**config.mk**
```make
export PLATFORM = sky130hd
export DESIGN_NAME = fetch_prefetch
export DESIGN_NICKNAME = d
export VERILOG_FILES = /design/src/rtl/lc3_fetch_pkg.sv /design/src/rtl/fetch_fifo.sv /design/src/rtl/fetch_prefetch.sv
export SDC_FILE = /design/constraint.sdc
export NUM_CORES = 1
export LEC_CHECK = 0
export CORE_UTILIZATION = 50
export CTS_BUF_LIST = sky130_fd_sc_hd__clkbuf_4 sky130_fd_sc_hd__clkbuf_8
export DETAILED_ROUTE_END_ITERATION = 7
export PLACE_DENSITY = 0.72
export SLEW_MARGIN = 25
export SYNTH_ARGS = -nofsm -noshare
export SYNTH_HDL_FRONTEND = slang
export SYNTH_SLANG_ARGS = --single-unit
```
**constraint.sdc**
```tcl
create_clock -name clk -period 3.65 [get_ports clk]
set_input_delay 0.73 -clock clk [delete_from_list [all_inputs] [get_ports clk]]
set_output_delay 0.73 -clock clk [all_outputs]
set_load 0.05 [all_outputs]
```
**src/rtl/lc3_fetch_pkg.sv**
```systemverilog
// Shared opcodes, FSM encoding and offset sign-extension helpers
// for the prefetching LC-3 fetch unit.
package lc3_fetch_pkg;

    localparam logic [3:0] OP_BR  = 4'b0000;
    localparam logic [3:0] OP_JSR = 4'b0100;
    localparam logic [3:0] OP_JMP = 4'b1100;

    typedef enum logic [1:0] {
        S_IDLE = 2'd0,
        S_REQ  = 2'd1,
        S_WAIT = 2'd2
    } fetch_state_e;

    function automatic logic [31:0] sext9(input logic [8:0] v);
        return {{23{v[8]}}, v};
    endfunction

    function automatic logic [31:0] sext11(input logic [10:0] v);
        return {{21{v[10]}}, v};
    endfunction

endpackage

```
**src/rtl/fetch_fifo.sv**
```systemverilog
// Prefetch queue: synchronous FIFO of {pc, instruction} entries.
// Flush takes priority over push and pop.
module fetch_fifo #(
    parameter int WIDTH = 32,
    parameter int DEPTH = 4,
    localparam int AW = $clog2(DEPTH),
    localparam int CW = AW + 1
) (
    input  logic             clk_i,
    input  logic             rst_i,
    input  logic             push_i,
    input  logic             pop_i,
    input  logic             flush_i,
    input  logic [WIDTH-1:0] data_i,
    output logic [WIDTH-1:0] data_o,
    output logic             valid_o,
    output logic [CW-1:0]    count_o
);

    logic [WIDTH-1:0] mem_q [DEPTH];
    logic [AW-1:0]    wr_q;
    logic [AW-1:0]    rd_q;
    logic [CW-1:0]    cnt_q;
    logic             do_push;
    logic             do_pop;

    assign do_push = push_i && (cnt_q != CW'(DEPTH));
    assign do_pop  = pop_i && (cnt_q != '0);

    always_ff @(posedge clk_i or posedge rst_i) begin
        if (rst_i) begin
            wr_q  <= '0;
            rd_q  <= '0;
            cnt_q <= '0;
        end else if (flush_i) begin
            wr_q  <= '0;
            rd_q  <= '0;
            cnt_q <= '0;
        end else begin
            if (do_push) wr_q <= wr_q + AW'(1);
            if (do_pop)  rd_q <= rd_q + AW'(1);
            cnt_q <= cnt_q + CW'(do_push) - CW'(do_pop);
        end
    end

    always_ff @(posedge clk_i) begin
        if (do_push && !flush_i) mem_q[wr_q] <= data_i;
    end

    // Head reads as zero when empty so stale entries never leak out.
    assign valid_o = (cnt_q != '0);
    assign data_o  = valid_o ? mem_q[rd_q] : '0;
    assign count_o = cnt_q;

endmodule

```
**src/rtl/fetch_prefetch.sv**
```systemverilog
// LC-3 fetch unit with a prefetch queue, local branch redirect and a
// req/gnt/rvalid instruction memory port (one request outstanding).
module fetch_prefetch
    import lc3_fetch_pkg::*;
#(
    parameter int                ADDR_W   = 16,
    parameter int                DATA_W   = 16,
    parameter int                DEPTH    = 4,
    parameter logic [ADDR_W-1:0] RESET_PC = '0
) (
    input  logic              clk,
    input  logic              rst,
    input  logic              fetch_en,
    output logic              mem_req,
    output logic [ADDR_W-1:0] mem_addr,
    input  logic              mem_gnt,
    input  logic              mem_rvalid,
    input  logic [DATA_W-1:0] mem_rdata,
    output logic              ir_valid,
    output logic [DATA_W-1:0] ir_data,
    output logic [ADDR_W-1:0] ir_pc,
    input  logic              ir_ready,
    input  logic              br_valid,
    input  logic [3:0]        br_opcode,
    input  logic [11:0]       br_instr,
    input  logic [ADDR_W-1:0] br_pc,
    input  logic [ADDR_W-1:0] br_base,
    input  logic [2:0]        result_nzp,
    output logic              redirect_taken,
    output logic [ADDR_W-1:0] pc
);

    localparam int CW = $clog2(DEPTH) + 1;

    fetch_state_e      state_q, state_d;
    logic [ADDR_W-1:0] pc_q, pc_d;
    logic [ADDR_W-1:0] rpc_q, rpc_d;
    logic              discard_q, discard_d;
    logic              redir_q;

    logic              redirect;
    logic [ADDR_W-1:0] target;
    logic [31:0]       off9;
    logic [31:0]       off11;

    logic              push;
    logic              pop;
    logic [CW-1:0]     count;
    logic [CW-1:0]     occ_d;
    logic              room;
    logic [ADDR_W+DATA_W-1:0] head;

    always_comb begin
        off9     = sext9(br_instr[8:0]);
        off11    = sext11(br_instr[10:0]);
        redirect = 1'b0;
        target   = br_base;
        if (br_valid) begin
            unique case (br_opcode)
                OP_BR: begin
                    redirect = |(br_instr[11:9] & result_nzp);
                    target   = br_pc + off9[ADDR_W-1:0];
                end
                OP_JMP: begin
                    redirect = 1'b1;
                    target   = br_base;
                end
                OP_JSR: begin
                    redirect = 1'b1;
                    target   = br_instr[11] ? br_pc + off11[ADDR_W-1:0]
                                            : br_base;
                end
                default: ;
            endcase
        end
    end

    assign push = (state_q == S_WAIT) && mem_rvalid && !discard_q && !redirect;
    assign pop  = ir_valid && ir_ready;

    // Occupancy after this edge; decides whether a new slot can be reserved.
    assign occ_d = redirect ? '0 : count + CW'(push) - CW'(pop);
    assign room  = occ_d < CW'(DEPTH);

    always_comb begin
        state_d   = state_q;
        pc_d      = pc_q;
        rpc_d     = rpc_q;
        discard_d = discard_q;
        mem_req   = 1'b0;
        unique case (state_q)
            S_IDLE: begin
                if (fetch_en && room) state_d = S_REQ;
            end
            S_REQ: begin
                mem_req = 1'b1;
                if (mem_gnt) begin
                    state_d = S_WAIT;
                    rpc_d   = pc_q;
                    pc_d    = pc_q + ADDR_W'(1);
                end
            end
            S_WAIT: begin
                if (mem_rvalid) begin
                    discard_d = 1'b0;
                    state_d   = (fetch_en && room) ? S_REQ : S_IDLE;
                end
            end
            default: state_d = S_IDLE;
        endcase
        if (redirect) begin
            pc_d = target;
            unique case (state_q)
                S_REQ: begin
                    if (mem_gnt) discard_d = 1'b1;
                    else         state_d   = fetch_en ? S_REQ : S_IDLE;
                end
                S_WAIT: begin
                    if (!mem_rvalid) discard_d = 1'b1;
                end
                default: ;
            endcase
        end
    end

    always_ff @(posedge clk or posedge rst) begin
        if (rst) begin
            state_q   <= S_IDLE;
            pc_q      <= RESET_PC;
            rpc_q     <= RESET_PC;
            discard_q <= 1'b0;
            redir_q   <= 1'b0;
        end else begin
            state_q   <= state_d;
            pc_q      <= pc_d;
            rpc_q     <= rpc_d;
            discard_q <= discard_d;
            redir_q   <= redirect;
        end
    end

    fetch_fifo #(
        .WIDTH(ADDR_W + DATA_W),
        .DEPTH(DEPTH)
    ) u_fifo (
        .clk_i  (clk),
        .rst_i  (rst),
        .push_i (push),
        .pop_i  (pop),
        .flush_i(redirect),
        .data_i ({rpc_q, mem_rdata}),
        .data_o (head),
        .valid_o(ir_valid),
        .count_o(count)
    );

    assign ir_pc          = head[ADDR_W+DATA_W-1:DATA_W];
    assign ir_data        = head[DATA_W-1:0];
    assign mem_addr       = pc_q;
    assign pc             = pc_q;
    assign redirect_taken = redir_q;

endmodule

```
Figure 1. Sequential cells colored by netlist name.
Other sequential cells in the stronger gray, the rest of the logic in the fainter gray.
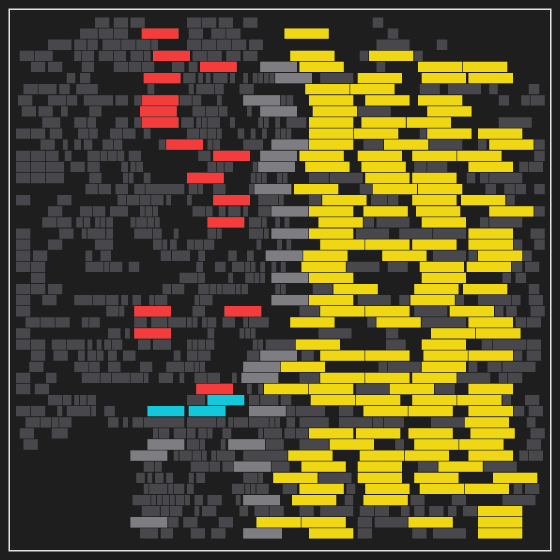
[u_fifo.mem_q] yellow | flops: 128
[mem_addr] red | flops: 16
[u_fifo.count_o] cyan | flops: 3

Figure 2. Drive-strength map.
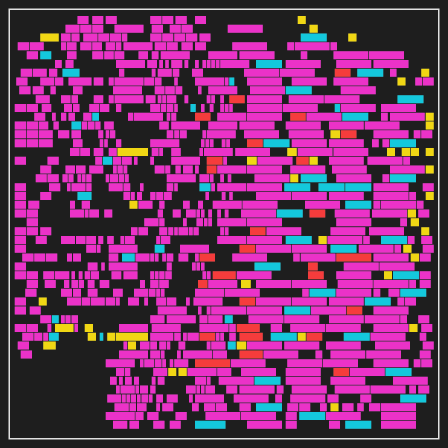
[_2 cells] cyan | cells: 50
[_6 and larger] red | cells: 27
[_3 and _4 cells] yellow | cells: 43
[_0 and _1 cells] magenta | cells: 662

Figure 3. Cell classes on the final placement.
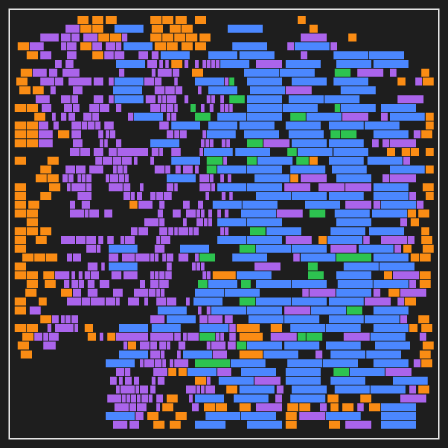
[sequential cells] blue | cells: 171 | share of their area: 48%
[remaining buffers and delay cells] orange | cells: 156 | share of their area: 15%
[clock drivers and dummy loads] green | cells: 32 | share of their area: 3.9%
[combinational and other logic] purple | cells: 423 | share of their area: 33%

==> job_summary.md <==
### Metrics collected by this job

| Metric | Value |
|---|---|
| Maximum VDD drop | 0.504 mV |
| Status | complete, no violations |
| Die area | 17500 µm² |
| Clk pwr share | 0.162 |
| Core Rows | 47 |
| Metal1 wirelength | 7740 µm |
| EDFF count, synth | around 130 |
| Pre-Repair DR Iteration Count | 4 |
| Maximum clock insertion buffer count | 2 |
| Placer Congestion | 0.836 |
| Final nets | 878 |
| Switching power total | roughly 3.4 mW |
| Largest fanout on the critical path | 18 |
| FF+latch area | 4920 µm² |
| Logic Gate Count | between 400 and 500 |
| CP required | 2.92 ns |
| CTS resizes | 0 |
| Post-synth top cells | 128 x edfxtp_1, 82 x nand2_1, 43 x dfrtp_1, 40 x and2_1, 33 x ha_1 |
| Met2 Wirelength | 8870 µm |
| N_diodes | 0 |
| Antenna violations before repair | 0 |
| PwrDens | 758 nW/µm² |
| Late-Pin Clk Latency | roughly 0.44 ns |
| Init Core Util | 0.512 |
| CP arrival | between 2 and 3 ns |
| Syn_nets | between 700 and 800 |
| Post-Syn Instances | 636 |
| DIE HEIGHT | 132 µm |
| Routed wire length | around 17000 µm |
| Yosys simple share | 0.112 |
| Placed cell count | 970 |
| Flop pwr share | 0.362 |
| Seq/total area | 0.471 |
| Clock Skew | 0.0139 ns |
| Highest-power group | combinational logic |
| Tool warnings | 32 |
| Layout cells sized above 1 | 0.153 |
Power and IR drop assume default switching activity.
